File: src/rtl/sync_fifo_flex.sv
`default_nettype none
// ============================================================================
// Module   : sync_fifo_flex
// Brief    : Synchronous FIFO, any depth, standard or FWFT read, thresholds.
// Revision : 1.0
// ============================================================================
module sync_fifo_flex #(
    parameter int DEPTH     = 32,
    parameter int WIDTH     = 32,
    parameter int FWFT      = 0,
    parameter int AF_THRESH = DEPTH - 2,
    parameter int AE_THRESH = 2
) (
    input  logic                       clk,
    input  logic                       rst,
    input  logic                       flush,
    input  logic                       wr,
    input  logic                       rd,
    input  logic [WIDTH-1:0]           data_in,
    output logic [WIDTH-1:0]           data_out,
    output logic                       emp,
    output logic                       full,
    output logic                       almost_full,
    output logic                       almost_empty,
    output logic [$clog2(DEPTH+1)-1:0] count,
    output logic                       overflow,
    output logic                       underflow
);
    localparam int CW = $clog2(DEPTH + 1);
    localparam int PW = (DEPTH > 1) ? $clog2(DEPTH) : 1;
    localparam logic [PW-1:0] c_PTR_LAST = PW'(DEPTH - 1);
    localparam logic [CW-1:0] c_DEPTH    = CW'(DEPTH);
    localparam logic [CW-1:0] c_AF       = CW'(AF_THRESH);
    localparam logic [CW-1:0] c_AE       = CW'(AE_THRESH);
    localparam logic [CW-1:0] c_ONE      = CW'(1);

    logic [WIDTH-1:0] r_mem [DEPTH];
    logic [PW-1:0]    r_wr_ptr;
    logic [PW-1:0]    r_rd_ptr;
    logic [CW-1:0]    r_count;
    logic [WIDTH-1:0] r_dout;
    logic             r_ovf;
    logic             r_unf;

    logic             w_clr;
    logic             w_emp;
    logic             w_full;
    logic             w_wr_acc;
    logic             w_rd_acc;
    logic             w_pop;

    // Explicit wrap so non-power-of-two depths index only valid entries.
    function automatic logic [PW-1:0] f_next_ptr(input logic [PW-1:0] ptr);
        return (ptr == c_PTR_LAST) ? '0 : ptr + PW'(1);
    endfunction

    assign w_clr    = rst | flush;
    assign w_full   = (r_count == c_DEPTH);
    assign w_wr_acc = wr & ~w_full & ~w_clr;
    assign w_rd_acc = rd & ~w_emp & ~w_clr;

    generate
        if (FWFT != 0) begin : g_fwft
            logic          r_ov;
            logic [CW-1:0] r_mcnt;

            // Refill the output stage whenever it is free or being consumed.
            assign w_emp = ~r_ov;
            assign w_pop = (~r_ov | w_rd_acc) & (r_mcnt != '0) & ~w_clr;

            always_ff @(posedge clk) begin
                if (w_clr) begin
                    r_ov   <= 1'b0;
                    r_mcnt <= '0;
                    r_dout <= '0;
                end else begin
                    if (w_pop) begin
                        r_ov   <= 1'b1;
                        r_dout <= r_mem[r_rd_ptr];
                    end else if (w_rd_acc) begin
                        r_ov   <= 1'b0;
                    end
                    case ({w_wr_acc, w_pop})
                        2'b10:   r_mcnt <= r_mcnt + c_ONE;
                        2'b01:   r_mcnt <= r_mcnt - c_ONE;
                        default: r_mcnt <= r_mcnt;
                    endcase
                end
            end
        end else begin : g_std
            assign w_emp = (r_count == '0);
            assign w_pop = w_rd_acc;

            always_ff @(posedge clk) begin
                if (w_clr) begin
                    r_dout <= '0;
                end else if (w_pop) begin
                    r_dout <= r_mem[r_rd_ptr];
                end
            end
        end
    endgenerate

    always_ff @(posedge clk) begin
        if (w_wr_acc) begin
            r_mem[r_wr_ptr] <= data_in;
        end
    end

    always_ff @(posedge clk) begin
        if (w_clr) begin
            r_wr_ptr <= '0;
            r_rd_ptr <= '0;
            r_count  <= '0;
            r_ovf    <= 1'b0;
            r_unf    <= 1'b0;
        end else begin
            if (w_wr_acc) begin
                r_wr_ptr <= f_next_ptr(r_wr_ptr);
            end
            if (w_pop) begin
                r_rd_ptr <= f_next_ptr(r_rd_ptr);
            end
            case ({w_wr_acc, w_rd_acc})
                2'b10:   r_count <= r_count + c_ONE;
                2'b01:   r_count <= r_count - c_ONE;
                default: r_count <= r_count;
            endcase
            if (wr & w_full) begin
                r_ovf <= 1'b1;
            end
            if (rd & w_emp) begin
                r_unf <= 1'b1;
            end
        end
    end

    assign data_out     = r_dout;
    assign emp          = w_emp;
    assign full         = w_full;
    assign almost_full  = (r_count >= c_AF);
    assign almost_empty = (r_count <= c_AE);
    assign count        = r_count;
    assign overflow     = r_ovf;
    assign underflow    = r_unf;
endmodule
`default_nettype wire

File: config.mk
export PLATFORM = sky130hd
export DESIGN_NAME = sync_fifo_flex
export DESIGN_NICKNAME = d
export VERILOG_FILES = /design/src/rtl/sync_fifo_flex.sv
export SDC_FILE = /design/constraint.sdc
export NUM_CORES = 1
export LEC_CHECK = 0
export ABC_AREA = 1
export CELL_PAD_IN_SITES_DETAIL_PLACEMENT = 1
export CELL_PAD_IN_SITES_GLOBAL_PLACEMENT = 2
export CORE_ASPECT_RATIO = 2
export CORE_UTILIZATION = 45
export CTS_BUF_LIST = sky130_fd_sc_hd__clkbuf_8
export CTS_CLUSTER_SIZE = 16
export DETAILED_ROUTE_END_ITERATION = 8
export HOLD_SLACK_MARGIN = 0.06
export PLACE_DENSITY = 0.82
export RECOVER_POWER = 25
export SETUP_SLACK_MARGIN = 0.15
export SLEW_MARGIN = 30
export SYNTH_ARGS = -nofsm -noshare
export SYNTH_HDL_FRONTEND = slang
export SYNTH_SLANG_ARGS = --single-unit
File: constraint.sdc
create_clock -name clk -period 10.05 [get_ports clk]
set_input_delay 2.01 -clock clk [delete_from_list [all_inputs] [get_ports clk]]
set_output_delay 2.01 -clock clk [all_outputs]
set_load 0.01 [all_outputs]
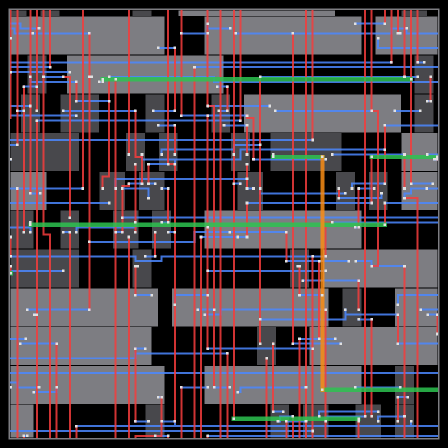
**Above:** run 1 (close-up of the layout).
Window x 100 to 130, y 305 to 335 um. Cells in gray, sequential cells in the stronger gray; small squares are vias.
| layer | color |
|---|---|
| metal 3 | green |
| metal 4 | orange |
| metal 2 | red |
| metal 1 | blue |
netlist names of flops here include: `r_mem` (12)
sequential cells in the window: 12
most frequent: nand2_1 (13), edfxtp_1 (12), inv_1 (8)
cells with their middle in the window: 44

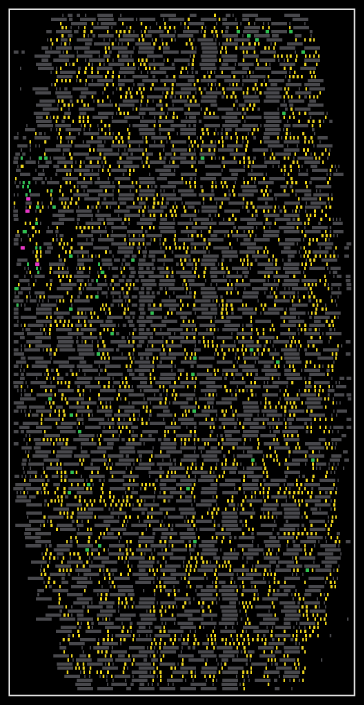
**Above:** run 1 (gate families picked out).
Drawn at 1.5 px/um.
| family | color | cells |
|---|---|---|
| xor and xnor cells | magenta | 4 |
| aoi and oai cells | green | 57 |
| nand cells | yellow | 2,102 |

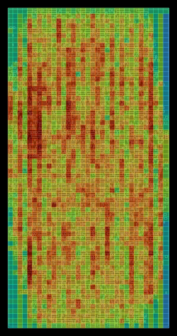
**Above:** run 1 (track usage over the die).
wire per inst: 23.4 um
busiest grt layer: met2

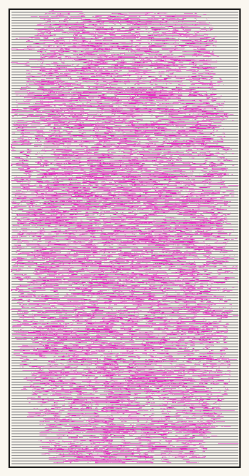
**Above:** run 1 (met1 routing).
Drawn at 1 px/um. Supply wires on this layer in gray.
nets with wire on the layer: 4,317
wire length on this layer: 54.4 mm

==> flow_summary.yaml, run 1 <==
# yosys + openroad results
status:
  status: "complete, but fails checks"
  violations: "capacitance limit, slew limit"
final_timing:
  period_used_pct: 45.2
  worstMarginPinSlew_ns: 2.37
  period_needed_ns: 4.54
  setup_ws_ns: 5.51
  final.setup.tns_ns: 0
  rsz0062_at_grt: "false"
  drv_slew: 594
  slew_headroom_pct: -58.3
  whs_ns: 0.485
  finClkSkew_ns: 0.0313
  setup_viol: 0
  final_hold_viol_count: 0
drt:
  wl_met3_um: 4890
  drcViolationCount: 0
  first_pass_iters: 5
  avgViaCountPerCell: 5.27
  ant_nets: 0
  maxUsedRoutingLayer: "met4"
  dr_total_vias: 31800
  drt_iter0_markers: 2162
  postRouteWirelength_um: 141000
  route.met2.wl_um: 75800
  met1_length_um: 54400
floorplanning:
  die_h_um: 456
  initial_core_util_pct: 45.4
  die_w_um: 229
  coreArea_sq_um: 102000
  rows: 166
  ios: 81
  chip_area_sq_um: 105000
placement:
  dp.cells: 5761
  dp_slack_ns: 4.61
  placed_area_sq_um: 48800
  gp_congestion: 0.792
  port_buffers: 80
  dpl.hpwl_um: 84400
synthesis:
  yosysTopAreaCellShare_pct: 66.2
  ys_seq_share_pct: 68.3
  netlist_area_sq_um: 46500
  synthCells: 4492
  synth_cell_types: 34
  syn_avg_cell_area_sq_um: 10.3
  synthArstFlopShare_pct: 0
  yosys_area_sq_um: 46500
  ys_ff: 1074
  ys_cells: 4492
  fp_nets: 4539
  largest_area_cell: "edfxtp_1"
  enable_flop_cells: 1024
layout:
  areaGrowthSynthToFinish_pct: 11.3
  final_nets: 4621
  layout-drive-gt1-share_pct: 9.77
  layout.cells.non_filler: 6036
  fin_area_sq_um: 51700
  final_layout_top_logic_cells: "nand2_1 (1,335), edfxtp_1 (1,024), inv_1 (794)"
  lay_top_count: "nand2_1"
  final_util_pct: 50.5
grt:
  grt_use_met1_pct: 31.3
  grt_pass1_vias: 33400
  grt_pass1_wl_um: 209000
  grt-ovfl-total: 0
  grt_util_met2_pct: 50.2
  grt_antenna_before_repair: 8
  grt_max_degree: 201
  grtUsageMet3_pct: 3.47
clock_network:
  numCtsBuffers: 154
  cts_tree: "built"
  ctsHoldBuffers: 0
  clockRootBuffer: "clkbuf_8"
  cts_resized: 0
  htree_levels: 4
  clock_latency_ns: 0.87
  cts_setup_buffers: 0
  clock-sinks: 1074
  path_clk_slew_ns: 0.07
  ctsLongestPathBuffers: 3
min_path:
  holdCritPathClass: "reg -> reg"
power:
  powerDensity_nw_per_um2: 167
  power_mw: 8.65
  ir_drop_mv: 0.106
  leakagePower_nw: 21.2
critical_path:
  critPathSlowestCell: "clkdlybuf4s50_1"
  crit_fanout: 5
  cp.buffers_inverters: 2
  path_cells: "inv_1 > o41ai_1 > clkdlybuf4s50_1"
  cp.arrival_ns: 2.53
  crit_type: "reg -> out"
  crit_family: "buffers and inverters"
  worstPathRequired_ns: 8.04
  end_kind: "output port"
  reg2reg_slack_ns: 6.07
  worst_setup_path_start_kind: "flop"
  slowest_delay_ns: 0.61
run:
  max-cap-violations: 18
  warning_count: 41
run 1: Yosys cell counts, types with 2 or more instances:
master and instances:
nand4_1 2, clkinv_1 2, clkbuf_1 64, xnor2_1 2, edfxtp_1 1024, a211oi_1 4, ha_1 10, buf_2 121
xor2_1 2, nand2_1 1335, nor3b_1 2, inv_2 3, nor3_1 9, nor2_1 111, a21oi_1 9, o211ai_1 32
inv_1 743, or2_2 140, buf_4 22, buf_6 4, dfxtp_1 50, buf_1 20, nand3_1 764, o21ai_0 7
run 1: logic make-up (layout without fill, tap and decap cells):
group                    after synthesis  after routing  synth area share [%]
AND/OR/NAND/NOR                     2365           2365                  22.0
flip-flops                          1074           1074                  68.3
buffers and inverters                981           1179                  8.50
AND-OR/OR-AND                         58             58                 0.854
adder cells (fa/ha/maj)               10             10                 0.269
XOR/XNOR                               4              4                0.0754
other                                  0              2                     0
run 1: final cells by class:
class	count	area [sq um]
Sequential cell	1074	31800
Clock inverter	104	568
Antenna cell	2	5.00
Clock buffer	168	2310
Tap cell	1344	1680
Fill cell	11100	50700
Inverter	749	2840
Multi-Input combinational cell	2437	11000
Timing Repair Buffer	158	1570
run 1: path summary, 6_finish.rpt:
check,from,end,cells after the start
max,count[1],almost_full,3
min,underflow,underflow,2
max reg2reg,r_rd_ptr[0],data_out[15],12
min reg2reg,underflow,underflow,2
run 1: state kept, by name, summed over array words and instances, names as in the netlist:
| name | count |
|---|---|
| r_rd_ptr | 5 |
| overflow | 1 |
| underflow | 1 |
| data_out | 32 |
| count | 6 |
| r_mem | 1024 |
| r_wr_ptr | 5 |
run 1: power breakdown:
group | switching [mW] | internal, mW | total [mW]
clock network | 1.69 | 1.66 | 3.36
registers | 0.0101 | 4.91 | 4.92
logic | 0.279 | 0.0939 | 0.373
total | 1.98 | 6.66 | 8.65
## Run 2: what changed since run 1
--- a/config.mk
+++ b/config.mk
@@ -9,12 +9,12 @@
 export CELL_PAD_IN_SITES_DETAIL_PLACEMENT = 1
 export CELL_PAD_IN_SITES_GLOBAL_PLACEMENT = 2
 export CORE_ASPECT_RATIO = 2
-export CORE_UTILIZATION = 45
+export CORE_UTILIZATION = 39
 export CTS_BUF_LIST = sky130_fd_sc_hd__clkbuf_8
 export CTS_CLUSTER_SIZE = 16
 export DETAILED_ROUTE_END_ITERATION = 8
 export HOLD_SLACK_MARGIN = 0.06
-export PLACE_DENSITY = 0.82
+export PLACE_DENSITY = 0.75
 export RECOVER_POWER = 25
 export SETUP_SLACK_MARGIN = 0.15
 export SLEW_MARGIN = 30
==> constraint.sdc (replaced) <==
create_clock -name clk -period 3.99 [get_ports clk]
set_input_delay 0.798 -clock clk [delete_from_list [all_inputs] [get_ports clk]]
set_output_delay 0.798 -clock clk [all_outputs]
set_load 0.01 [all_outputs]
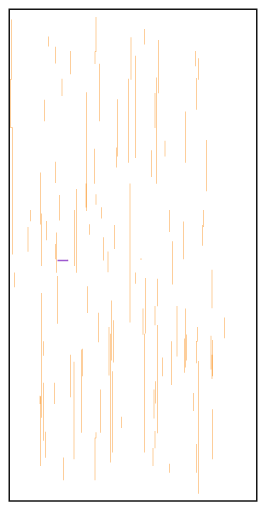
**Above:** run 2 (signal wires by layer).
Drawn at 1 px/um. Two of the layers only.
| layer | color | wire length |
|---|---|---|
| metal 5 | purple | 9.20 um |
| metal 4 | orange | 4,390 um |

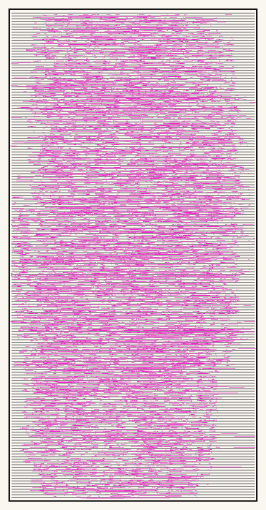
**Above:** run 2 (met1 routing).
Drawn at 1 px/um. Supply wires on this layer in gray.
wire length on this layer: 57.9 mm
main direction: horizontal
wirelength, routed: 148,000 um
DR vias: 31,900
M1 GR Usage: 28.4%

==> run 2 against run 1 <==
Compared with the run above: the flow still finishes with violations (capacitance limit, slew limit); via count is 0.39% higher; first-iteration DRC count is 19% lower; wire length is 4.9% higher; core utilization is 6.2 points lower; total power went up to 2.5 times the previous value; final cell count is 3.8% higher; sequential share of layout area is 0.53 points lower; flip-flop count stayed put; critical path type unchanged; highest routed layer is now met5.
==> flow_summary.yaml, run 2 <==
# yosys + openroad results
min_path:
  hold_depth: 2
placement:
  port_buffers: 80
  dp_slack_ns: 0.412
  placed_area_sq_um: 49300
  dpl.hpwl_um: 89000
  dp.cells: 5978
status:
  violations: "capacitance limit, slew limit"
  status: "complete, but fails checks"
layout:
  regArea_sq_um: 31800
  areaGrowthSynthToFinish_pct: 12.3
  layout-drive-gt1-share_pct: 10.7
  final_layout_top_logic_cells: "nand2_1 (1,335), edfxtp_1 (1,024), inv_1 (790)"
  regMostFlops: "r_mem"
  comb_area_sq_um: 11000
  lay_top_count: "nand2_1"
  fin_area_sq_um: 52200
  nFillCells: 12900
  layout.cells.non_filler: 6265
final_timing:
  final.setup.tns_ns: 0
  period_needed_ns: 3.22
  rsz0062_at_grt: "false"
  drv_slew: 693
  finClkSkew_ns: 0.0426
  period_used_pct: 80.8
  setup_ws_ns: 0.766
  whs_ns: 0.490
power:
  p_clk_mw: 8.53
  seqPwrFrac_pct: 56.6
  swShare_pct: 23.5
  power_mw: 21.9
  ir_drop_mv: 0.266
  top_power_group: "registers"
  p_switching_mw: 5.15
  leakagePower_nw: 21.4
  p_int_mw: 16.7
  combPwrFrac_pct: 4.5
  power_frac_clock_pct: 38.9
critical_path:
  crit_family: "buffers and inverters"
  reg2reg_slack_ns: 0.99
  worstPathRequired_ns: 3.19
  cp.buffers_inverters: 2
  end_kind: "output port"
  worst_setup_path_start_kind: "flop"
  r2r_end: "count[4]"
synthesis:
  mux_area_share_pct: 0
  ys_ff: 1074
  synthTopLogicFamily: "simple AND/OR/NAND/NOR gates"
  ys_sh_adder_pct: 0.269
  synthCells: 4492
  common_cells: "nand2_1 (1,335), edfxtp_1 (1,024), nand3_1 (764)"
  synthArstFlopShare_pct: 0
  largest_area_cell: "edfxtp_1"
  syn_avg_cell_area_sq_um: 10.3
  ys_seq_share_pct: 68.3
  ys_sh_simple_pct: 22.0
  yosysTopAreaCellShare_pct: 66.2
  yosys_area_sq_um: 46500
  yosys.area_share.aoi_pct: 0.854
  fp_nets: 4539
grt:
  grt.busiest_layer: "met2"
  grt_max_degree: 208
  grtUsageMet3_pct: 3.19
  grt_antenna_before_repair: 5
  grt_pass1_wl_um: 219000
  grt_pass1_vias: 34100
clock_network:
  clock-sinks: 1074
  cts_resized: 0
  clockRootBuffer: "clkbuf_8"
  path_clk_slew_ns: 0.07
  numCtsBuffers: 159
  cts_setup_buffers: 0
  ctsLongestPathBuffers: 3
  clock_latency_ns: 0.85
drt:
  drcViolationCount: 0
  avgViaCountPerCell: 5.10
  ant_nets: 0
floorplanning:
  die_w_um: 246
  die_h_um: 490
  rows: 178
  initial_core_util_pct: 39.4
  ios: 81
run:
  max-cap-violations: 21
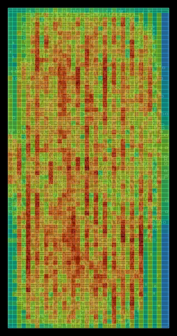
**Above:** run 2 (track usage over the die).
Core Util, Final: 44.3%
wire per inst: 23.6 um
Total GRT Usage: 24.9%

[run 2: layer usage]
| metal | share of wire (%) | wire, um |
|---|---|---|
| met4 | 3.0 | 4390 |
| met2 | 55 | 80900 |
| met1 | 39 | 57900 |
| met3 | 3.1 | 4650 |
| met5 | 0.0061 | 9 |
[run 2: final cells by class]
class / count / share of cell area (%)
Sequential cell: 1074 / 60.9
Multi-Input combinational cell: 2437 / 21.1
Inverter: 749 / 5.44
Clock buffer: 171 / 4.51
Tap cell: 1530 / 3.67
Timing Repair Buffer: 189 / 3.35
Clock inverter: 114 / 1.07
Antenna cell: 1 / 0.00480
[run 2: worst max-delay path by stage]
| stage | to | slack [ns] | cells after the start |
|---|---|---|---|
| final | almost_full | 0.77 | 3 |
| after global routing | almost_full | 0.62 | 3 |
| after CTS | almost_full | 0.68 | 3 |
| after detailed placement | count[4] | 0.41 | 14 |
| after global placement | count[4] | 0.41 | 14 |
| after floorplan | r_mem[7][0] | -0.20 | 5 |
[run 2: worst reg2reg max path, cell delays in order, from the launching register on]
cell and delay (ns):
dfxtp_1 0.37, nor2_1 0.18, nand2_1 0.11, o21ai_2 0.31, nor2_2 0.14, inv_1 0.32, ha_1 0.38, xor2_1 0.22
ha_1 0.18, o21bai_1 0.14, nand4_1 0.13, nand2_1 0.11, o21ai_0 0.07, a21oi_1 0.17, nor2_1 0.06
[run 2: kinds of logic (layout without fill, tap and decap cells)]
group | Yosys count | after routing
AND/OR/NAND/NOR | 2365 | 2365
flip-flops | 1074 | 1074
buffers and inverters | 981 | 1223
AND-OR/OR-AND | 58 | 58
adder cells (fa/ha/maj) | 10 | 10
XOR/XNOR | 4 | 4
other | 0 | 1
## Run 3: what changed since run 2
==> constraint.sdc (replaced) <==
create_clock -name clk -period 2.95 [get_ports clk]
set_input_delay 0.59 -clock clk [delete_from_list [all_inputs] [get_ports clk]]
set_output_delay 0.59 -clock clk [all_outputs]
set_load 0.01 [all_outputs]
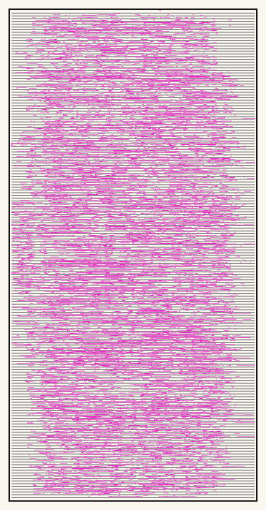
**Above:** run 3 (met1 routing).
Drawn at 1 px/um. Supply wires on this layer in gray.
main direction: horizontal
wire length on this layer: 57.3 mm
longest straight run: 112 um
DR vias: 32,100
M1 GR Usage: 28.6%

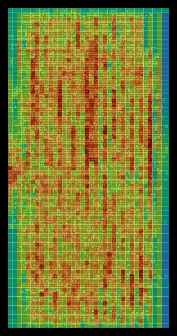
**Above:** run 3 (track usage over the die).
met2 Track Usage GR: 45.9%
Total GRT Usage: 24.5%
met3 global-route usage: 3.06%
Core Util, Final: 45.2%

==> run 3 against run 2 <==
Compared with the run above: the run still ends with capacitance limit, slew limit left; synthesized cell count did not move; via count rose by 0.40%; critical endpoint unchanged; sequential power rose by 35%; global-route usage fell by 0.42 points; register-to-register slack got worse by 0.40 ns; largest power group unchanged; critical path depth rose by 1.
==> flow_summary.yaml, run 3 <==
# yosys + openroad results
status:
  status: "complete, but fails checks"
  violations: "capacitance limit, slew limit"
drt:
  ant_nets: 0
  drcViolationCount: 0
  postRouteWirelength_um: 146000
  wire_per_inst_um: 23.0
  avgViaCountPerCell: 5.07
layout:
  lay_top_count: "nand2_1"
  fin_area_sq_um: 53300
  layout-drive-gt1-share_pct: 11.1
  areaGrowthSynthToFinish_pct: 14.7
  regMostFlops: "r_mem"
  final_layout_top_logic_cells: "nand2_1 (1,335), edfxtp_1 (1,024), inv_1 (803)"
  nFillCells: 12900
power:
  combPwrFrac_pct: 4.7
  power_frac_clock_pct: 38.7
  leakagePower_nw: 21.9
  ir_drop_mv: 0.424
  p_clk_mw: 11.4
  p_switching_mw: 6.87
  p_int_mw: 22.7
  seqPwrFrac_pct: 56.6
  top_power_group: "registers"
  swShare_pct: 23.2
grt:
  grt_max_degree: 139
  grt_antenna_before_repair: 5
  grt_pass1_vias: 34000
  grt_pass1_wl_um: 217000
critical_path:
  worst-path-stages: 4
  crit_family: "buffers and inverters"
  cp.buffers_inverters: 3
  r2r-start: "count[4]"
  endpoint: "almost_full"
  reg2reg_slack_ns: 0.59
  r2r_end: "count[4]"
  worstPathRequired_ns: 2.36
  end_kind: "output port"
  worst_setup_path_start_kind: "flop"
synthesis:
  common_cells: "nand2_1 (1,335), edfxtp_1 (1,024), nand3_1 (764)"
  synthArstFlopShare_pct: 0
  syn_avg_cell_area_sq_um: 10.3
  ys_ff: 1074
  largest_area_cell: "edfxtp_1"
  ys_seq_share_pct: 68.3
  synthCells: 4492
  yosys_area_sq_um: 46500
  yosysTopAreaCellShare_pct: 66.2
  fp_nets: 4539
floorplanning:
  initial_core_util_pct: 39.4
  die_w_um: 246
  die_h_um: 490
  rows: 178
  ios: 81
clock_network:
  clock-sinks: 1074
  clockRootBuffer: "clkbuf_8"
  ctsHoldBuffers: 0
  cts_resized: 6
  ctsLongestPathBuffers: 3
  numCtsBuffers: 157
  clock_latency_ns: 0.85
  cts_setup_buffers: 0
final_timing:
  worstMarginPinSlew_ns: 2.07
  period_needed_ns: 2.68
  rsz0062_at_grt: "false"
  drv_slew: 627
  period_used_pct: 90.8
  finClkSkew_ns: 0.0287
  whs_ns: 0.438
run:
  max-cap-violations: 19
placement:
  port_buffers: 80
  placed_area_sq_um: 50400
  dpl.hpwl_um: 88200
min_path:
  hold_depth: 3
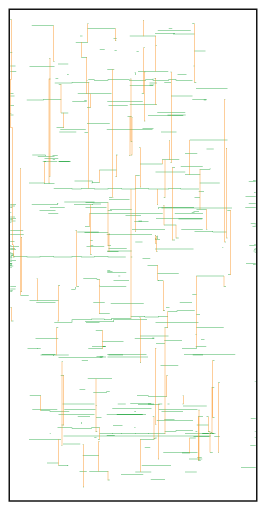
**Above:** run 3 (signal wires by layer).
Drawn at 1 px/um. Two of the layers only.
| layer | color | wire length |
|---|---|---|
| metal 4 | orange | 3,860 um |
| metal 3 | green | 5,090 um |

==> run 3: cell counts after synthesis <==
No cell type changed its count.
==> run 3: layout make-up <==
| type | count | area (sq um) | share of cell area (%) |
|---|---|---|---|
| sequential | 1074 | 31800 | 59.6 |
| multi-input combinational | 2437 | 11000 | 20.7 |
| antenna | 3 | 7.51 | 0.0141 |
| clock buffer | 169 | 2330 | 4.36 |
| clock inverter | 115 | 566 | 1.06 |
| inverter | 749 | 2840 | 5.33 |
| timing repair buffer | 250 | 2840 | 5.33 |
| tap | 1530 | 1910 | 3.59 |
==> run 3: worst min-delay path, delay by kind of cell <==
family,cells,cell delay [ns]
buf+inv,1,0.50
compound gates,1,0.08
simple gates,1,0.07
==> run 3: through the flow <==
step                instances  util, %  total power, mW  setup slack (ns)  setup TNS, ns
finish                   6327     45.2             29.6             0.273              0
global route             6325     45.2             30.5             0.154              0
CTS                      6324     45.3             29.9             0.141              0
detailed placement       6040     42.8             18.5             0.131              0
global placement         6040     42.8             18.5             0.103              0
floorplan                4492        -             17.7            -0.208        -181.96
==> run 3: logic make-up after synthesis <==
group / share of synthesized area (%)
adders and majority gates: 0.269
buffers and inverters: 8.50
AOI/OAI and AO/OA: 0.854
xor gates and xnor gates: 0.0754
and+or+nand+nor: 22.0
DFF: 68.3
==> run 3: worst min-delay path by stage <==
stage                startpoint      endpoint  slack [ns]
floorplan           r_wr_ptr[0]   r_wr_ptr[0]        0.49
global placement      underflow     underflow        0.46
detailed placement    underflow     underflow        0.47
CTS                 data_in[17]  r_mem[7][17]        0.31
global route                 wr      overflow        0.42
finish                       wr      overflow        0.44
==> run 3: routing by layer <==
layer	vias to the layer above	wire length (um)	track usage [%]
met3	207	5090	3.06
met2	636	79200	45.9
li1	14900	-	-
met4	0	3860	7.47
met5	-	0	0
met1	16300	57300	28.6
Power and IR drop assume default switching activity.
